$ cat src/rtl/core_run_ctrl.sv
// -----------------------------------------------------------------------------
// core_run_ctrl
//
// Run controller for the core pipeline. After power-on reset it drives a
// multi-cycle reset_ACT pulse and then lets the core run. From the debug/system
// side it accepts halt/resume requests and a soft-reset pulse that restarts the
// reset sequence from any state.
//
// States: RESET -> RUN -> DRAIN -> HALTED -> RUN ...
//   RESET  : reset_ACT=1, counts RESET_CYCLES cycles
//   RUN    : main_ACT=1
//   DRAIN  : main_ACT=1, stall=1, waits for pipe_idle
//   HALTED : stall=1, halted=1
//
// Optional feature (macro RUN_CTRL_DRAIN_TIMEOUT_EN):
//   DRAIN is bounded to DRAIN_LIMIT cycles. On expiry with the pipeline still
//   busy the core is forced to HALTED and the sticky drain_tmo flag is set.
//   Without the macro DRAIN waits for pipe_idle forever and drain_tmo is 0.
//
// Parameters:
//   RESET_CYCLES  reset_ACT length in cycles (1..255, < 2**CNT_W)
//   CNT_W         width of the shared cycle counter
//   DRAIN_LIMIT   drain timeout in cycles (timeout build only)
//
// Ports:
//   CLK           in  core clock, rising edge
//   RST           in  asynchronous active-low reset
//   halt_req      in  level, halt request (acted on in RUN)
//   resume_req    in  level, resume request (acted on in HALTED)
//   soft_rst_req  in  pulse, restart reset sequence (highest priority)
//   pipe_idle     in  pipeline has no instruction in flight
//   reset_ACT     out core reset activation
//   main_ACT      out core run activation
//   stall         out freeze fetch (DRAIN, HALTED)
//   halted        out core halted (HALTED)
//   resume_ack    out one-cycle pulse in the first RUN cycle after HALTED
//   drain_tmo     out sticky drain-timeout flag
//
// All outputs are decoded from state registers only; no input reaches an
// output combinationally.
// -----------------------------------------------------------------------------
module core_run_ctrl #(
  parameter int RESET_CYCLES = 4,
  parameter int CNT_W        = 8,
  parameter int DRAIN_LIMIT  = 64
) (
  input  logic CLK,
  input  logic RST,
  input  logic halt_req,
  input  logic resume_req,
  input  logic soft_rst_req,
  input  logic pipe_idle,
  output logic reset_ACT,
  output logic main_ACT,
  output logic stall,
  output logic halted,
  output logic resume_ack,
  output logic drain_tmo
);

  // Elaboration-time parameter sanity checks.
  if (RESET_CYCLES < 1 || RESET_CYCLES > 255 || RESET_CYCLES >= (1 << CNT_W)) begin : g_bad_reset_cycles
    $error("core_run_ctrl: RESET_CYCLES out of range for CNT_W");
  end
  if (DRAIN_LIMIT < 1 || DRAIN_LIMIT > (1 << CNT_W)) begin : g_bad_drain_limit
    $error("core_run_ctrl: DRAIN_LIMIT out of range for CNT_W");
  end

  typedef enum logic [1:0] {
    ST_RESET  = 2'd0,
    ST_RUN    = 2'd1,
    ST_DRAIN  = 2'd2,
    ST_HALTED = 2'd3
  } state_t;

  localparam logic [CNT_W-1:0] LP_RST_LAST = CNT_W'(RESET_CYCLES - 1);
`ifdef RUN_CTRL_DRAIN_TIMEOUT_EN
  localparam logic [CNT_W-1:0] LP_DRAIN_LAST = CNT_W'(DRAIN_LIMIT - 1);
`endif

  state_t           r_state;
  state_t           w_state_nxt;
  logic [CNT_W-1:0] r_cnt;
  logic [CNT_W-1:0] w_cnt_nxt;
  logic             r_resume_ack;
  logic             w_resume_ack_nxt;
  logic             r_drain_tmo;
  logic             w_drain_tmo_nxt;

  always_ff @(posedge CLK or negedge RST) begin
    if (!RST) begin
      r_state      <= ST_RESET;
      r_cnt        <= '0;
      r_resume_ack <= 1'b0;
      r_drain_tmo  <= 1'b0;
    end else begin
      r_state      <= w_state_nxt;
      r_cnt        <= w_cnt_nxt;
      r_resume_ack <= w_resume_ack_nxt;
      r_drain_tmo  <= w_drain_tmo_nxt;
    end
  end

  // The counter is zero outside of the state that uses it, so every entry
  // into RESET or DRAIN starts counting from zero without extra clearing.
  always_comb begin
    w_state_nxt      = r_state;
    w_cnt_nxt        = '0;
    w_resume_ack_nxt = 1'b0;
    w_drain_tmo_nxt  = r_drain_tmo;

    if (soft_rst_req) begin
      w_state_nxt     = ST_RESET;
      w_drain_tmo_nxt = 1'b0;
    end else begin
      unique case (r_state)
        ST_RESET: begin
          if (r_cnt == LP_RST_LAST) begin
            w_state_nxt = ST_RUN;
          end else begin
            w_cnt_nxt = r_cnt + 1'b1;
          end
        end
        ST_RUN: begin
          if (halt_req) begin
            w_state_nxt = ST_DRAIN;
          end
        end
        ST_DRAIN: begin
          if (pipe_idle) begin
            w_state_nxt = ST_HALTED;
          end
`ifdef RUN_CTRL_DRAIN_TIMEOUT_EN
          else if (r_cnt == LP_DRAIN_LAST) begin
            w_state_nxt     = ST_HALTED;
            w_drain_tmo_nxt = 1'b1;
          end else begin
            w_cnt_nxt = r_cnt + 1'b1;
          end
`endif
        end
        ST_HALTED: begin
          // A still-asserted halt_req wins over resume_req.
          if (resume_req && !halt_req) begin
            w_state_nxt      = ST_RUN;
            w_resume_ack_nxt = 1'b1;
          end
        end
        default: begin
          w_state_nxt = ST_RESET;
        end
      endcase
    end
  end

  assign reset_ACT  = (r_state == ST_RESET);
  assign main_ACT   = (r_state == ST_RUN) || (r_state == ST_DRAIN);
  assign stall      = (r_state == ST_DRAIN) || (r_state == ST_HALTED);
  assign halted     = (r_state == ST_HALTED);
  assign resume_ack = r_resume_ack;
`ifdef RUN_CTRL_DRAIN_TIMEOUT_EN
  assign drain_tmo  = r_drain_tmo;
`else
  assign drain_tmo  = 1'b0;
`endif

endmodule

$ cat config.mk
export PLATFORM = sky130hd
export DESIGN_NAME = core_run_ctrl
export DESIGN_NICKNAME = d
export VERILOG_FILES = /design/src/rtl/core_run_ctrl.sv
export SDC_FILE = /design/constraint.sdc
export NUM_CORES = 1
export LEC_CHECK = 0
export CAP_MARGIN = 20
export CORE_AREA = 2 2 39 41
export CTS_CLUSTER_SIZE = 16
export DETAILED_ROUTE_END_ITERATION = 10
export DIE_AREA = 0 0 41 43
export PLACE_DENSITY = 0.79
export SYNTH_ARGS = -nofsm -noshare
export SYNTH_HDL_FRONTEND = slang
export SYNTH_SLANG_ARGS = --single-unit
$ cat constraint.sdc
create_clock -name CLK -period 2.43 [get_ports CLK]
set_clock_uncertainty 0.1 [all_clocks]
set_input_delay 0.6075 -clock CLK [delete_from_list [all_inputs] [get_ports CLK]]
set_output_delay 0.6075 -clock CLK [all_outputs]
set_load 0.03 [all_outputs]
==> images/flops_by_reg.png <==
Other sequential cells in the stronger grey, the rest of the logic in the fainter grey.
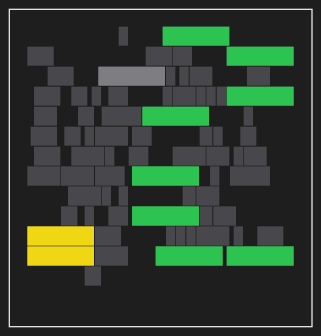
| colour | signal | placed flops |
|---|---|---|
| green | `r_cnt` | 8 |
| yellow | `r_state` | 2 |
Core Util, Final: 54.61%
register area: 275.3 um^2
seq pwr: 0.235 mW

==> images/clk_routes.png <==
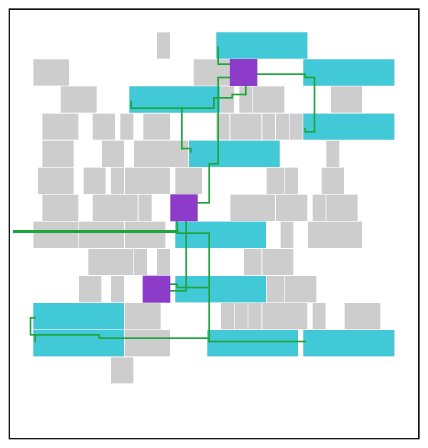
[purple] clock drivers | count: 3
[cyan] flip-flops | count: 11
[green] clock wires | length: 135 um
flops lie: spread over the die
routed clock nets: 4
clock group share of total power: 21.0%
clk pwr: 0.122 mW

==> results.toml <==
# flow metrics
[run_status]
status = "finished clean"

[cells_and_area]
mi_logic_area_um2 = 311.5
fillers = 125
syn_to_final_growth_pct = 23.27
n_antenna_cell = 0
drive_above_1_share_pct = 8.219

[power_and_ir_drop]
p_total_mw = 0.5774
p_per_area_nw_per_um2 = 764.1
power_leakage_nw = 0.3594
vdd_drop_max_mv = 0.4442

[synthesis]
logic_family = "simple AND/OR/NAND/NOR gates"
yosysSeqAreaShare_pct = 44.90
async_flop_share_pct = 100.0
yosysCellCount = 60
xor_area_share_pct = 8.571
syn_nets = 72
mux_area_share_pct = 3.469
syn_avg_cell_area_um2 = 10.22
synth-edff-count = 0
synth_adder_area_share_pct = 12.24
ys_area_um2 = 613.1
flop_cell = "dfrtp_1"
syn_inst = 60
synth_area_um2 = 613.1
ys_top_cells_by_count = "dfrtp_1, nor2_1, ha_1"
synth_top_area_share_pct = 44.90
ys_sh_aoi_pct = 3.469
yosysWarningCount = 0
yosysTopAreaCell = "dfrtp_1"

[final_timing]
fin_hold_ws_ns = 0.4170
fin_crit_ns = 2.291
fmax_ghz = 0.4365
report.final.slew_viol_count = 0
setup_tns_ns = 0
rsz0062_at_grt = "false"
setup_violations = 0

[floorplan]
dieWidth_um = 41
design.core.area_um2 = 1384
rows = 14
fp.dieH_um = 43
initCoreUtil_pct = 44.30
chip_area_um2 = 1763

[drt]
first_iter_violations = 2
drc = 0
wl_met1_um = 448
drt_first_pass_iters = 3
viasPerCell = 4.888

[cts]
cts_made_buffers = 3
cts_resized = 1
htree_levels = 1
cts_setup_buffers = 0
cts_buffer_depth = 2
clock-sinks = 11
path_clk_slew_ns = 0.07
ctsHoldBuffers = 0
cts_tree = "built"
root_buffer = "clkbuf_4"

[critical_path]
crit_arrival_ns = 1.58
cp-end-kind = "output port"
cp_max_fo = 4
cp.required_ns = 1.72
start_kind = "flop"
critPathKind = "reg -> out"

[global_route]
grt_start_max_net_pins = 12
gr-total-overflow = 0
use_met2_pct = 20.94
grtUsageMet1_pct = 18.39
busiest_layer = "met2"
grt_pass1_wl_mm = 1.662
antenna_found_initial = 0

[job]
drv_cap = 0
warnings = 30

[min_path]
worstHoldPathType = "reg -> reg"

[placed_design]
dp_hpwl_um = 820.4
gp_congestion = 0.7042
==> images/io_fan.png <==
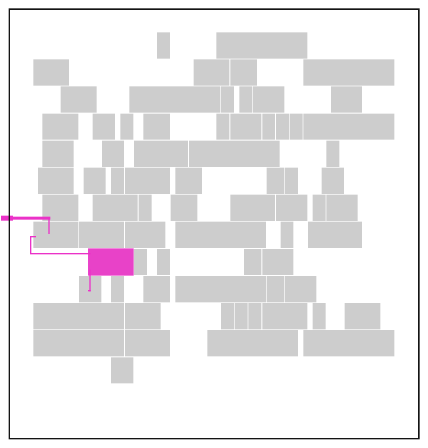
| colour | port | bits | direction | end cells | wire |
|---|---|---|---|---|---|
| magenta | `main_ACT` | 1 | output | 1 | 15.3 um |
Buffers on Ports: 10
Top Ports: 12

==> images/wires.png <==
Bar = 10 um.
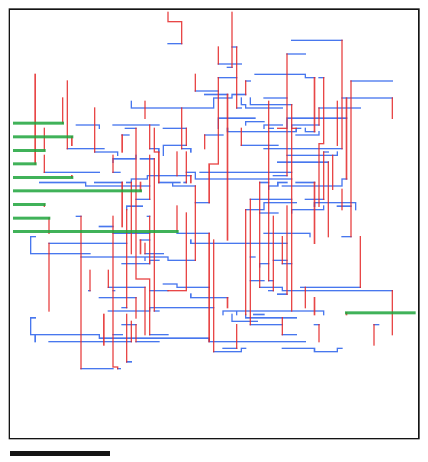
| colour | layer | wire length |
|---|---|---|
| blue | metal 1 | 448 um |
| red | metal 2 | 493 um |
| green | metal 3 | 63.6 um |
gr usage total: 14.43%
DRT Wirelength: 1.004 mm
wire per inst: 11.28 um
via count: 435

==> placed cells by master (no fill, tap or decap), types with 2 or more instances in the layout <==
master and n:
xnor2_1 2, nand2b_1 3, nor2_1 11, ha_1 6
xor2_1 4, clkbuf_4 3, inv_1 5, dlymetal6s2s_1 2
dfrtp_1 11, nand2_1 3, nand3_1 2, clkdlybuf4s50_1 7
==> flip-flops by register name (all words and copies together), names as in the netlist <==
name and cells:
resume_ack 1, r_cnt 8, r_state 2
==> report_power, final <==
group | leakage, nW | switching [mW] | internal, mW
combinational | 0.193 | 0.125 | 0.0963
clock | 0.0150 | 0.0581 | 0.0634
sequential | 0.151 | 0.0271 | 0.208
total | 0.359 | 0.210 | 0.367
==> critical path: stages, from the launching register on <==
cell and delay (ns):
dfrtp_1 0.39, ha_1 0.24, clkdlybuf4s50_1 0.69
==> final timing paths <==
| path | start | end | slack [ns] | cells past startpoint |
|---|---|---|---|---|
| worst max-delay path | r_state[1] | halted | 0.14 | 2 |
| worst min-delay path | r_cnt[0] | r_cnt[0] | 0.42 | 1 |
| worst max register to register | r_cnt[0] | r_state[0] | 0.55 | 5 |
| worst min register to register | r_cnt[0] | r_cnt[0] | 0.42 | 1 |
| max in group asynchronous | RST | r_cnt[4] | 1.32 | 1 |
| min in group asynchronous | RST | r_cnt[2] | 0.57 | 1 |
==> metrics by stage <==
step                area (um^2)  setup WS, ns  std cells
finish                    755.7        0.1390         89
global route              755.7       0.06809         89
floorplan                 613.1        0.5992         60
global placement          725.7        0.2105         85
detailed placement        725.7        0.1912         85
CTS                       750.7      0.005622         89
==> layout make-up <==
type                    count  share of cell area, %
repair buffers             10                  13.74
flip-flops and latches     11                  36.42
clock buffers               4                  3.477
inverters                   5                  2.483
well taps                  16                  2.649
multi-input cells          43                  41.23
Power is estimated from default activity; no workload was simulated.
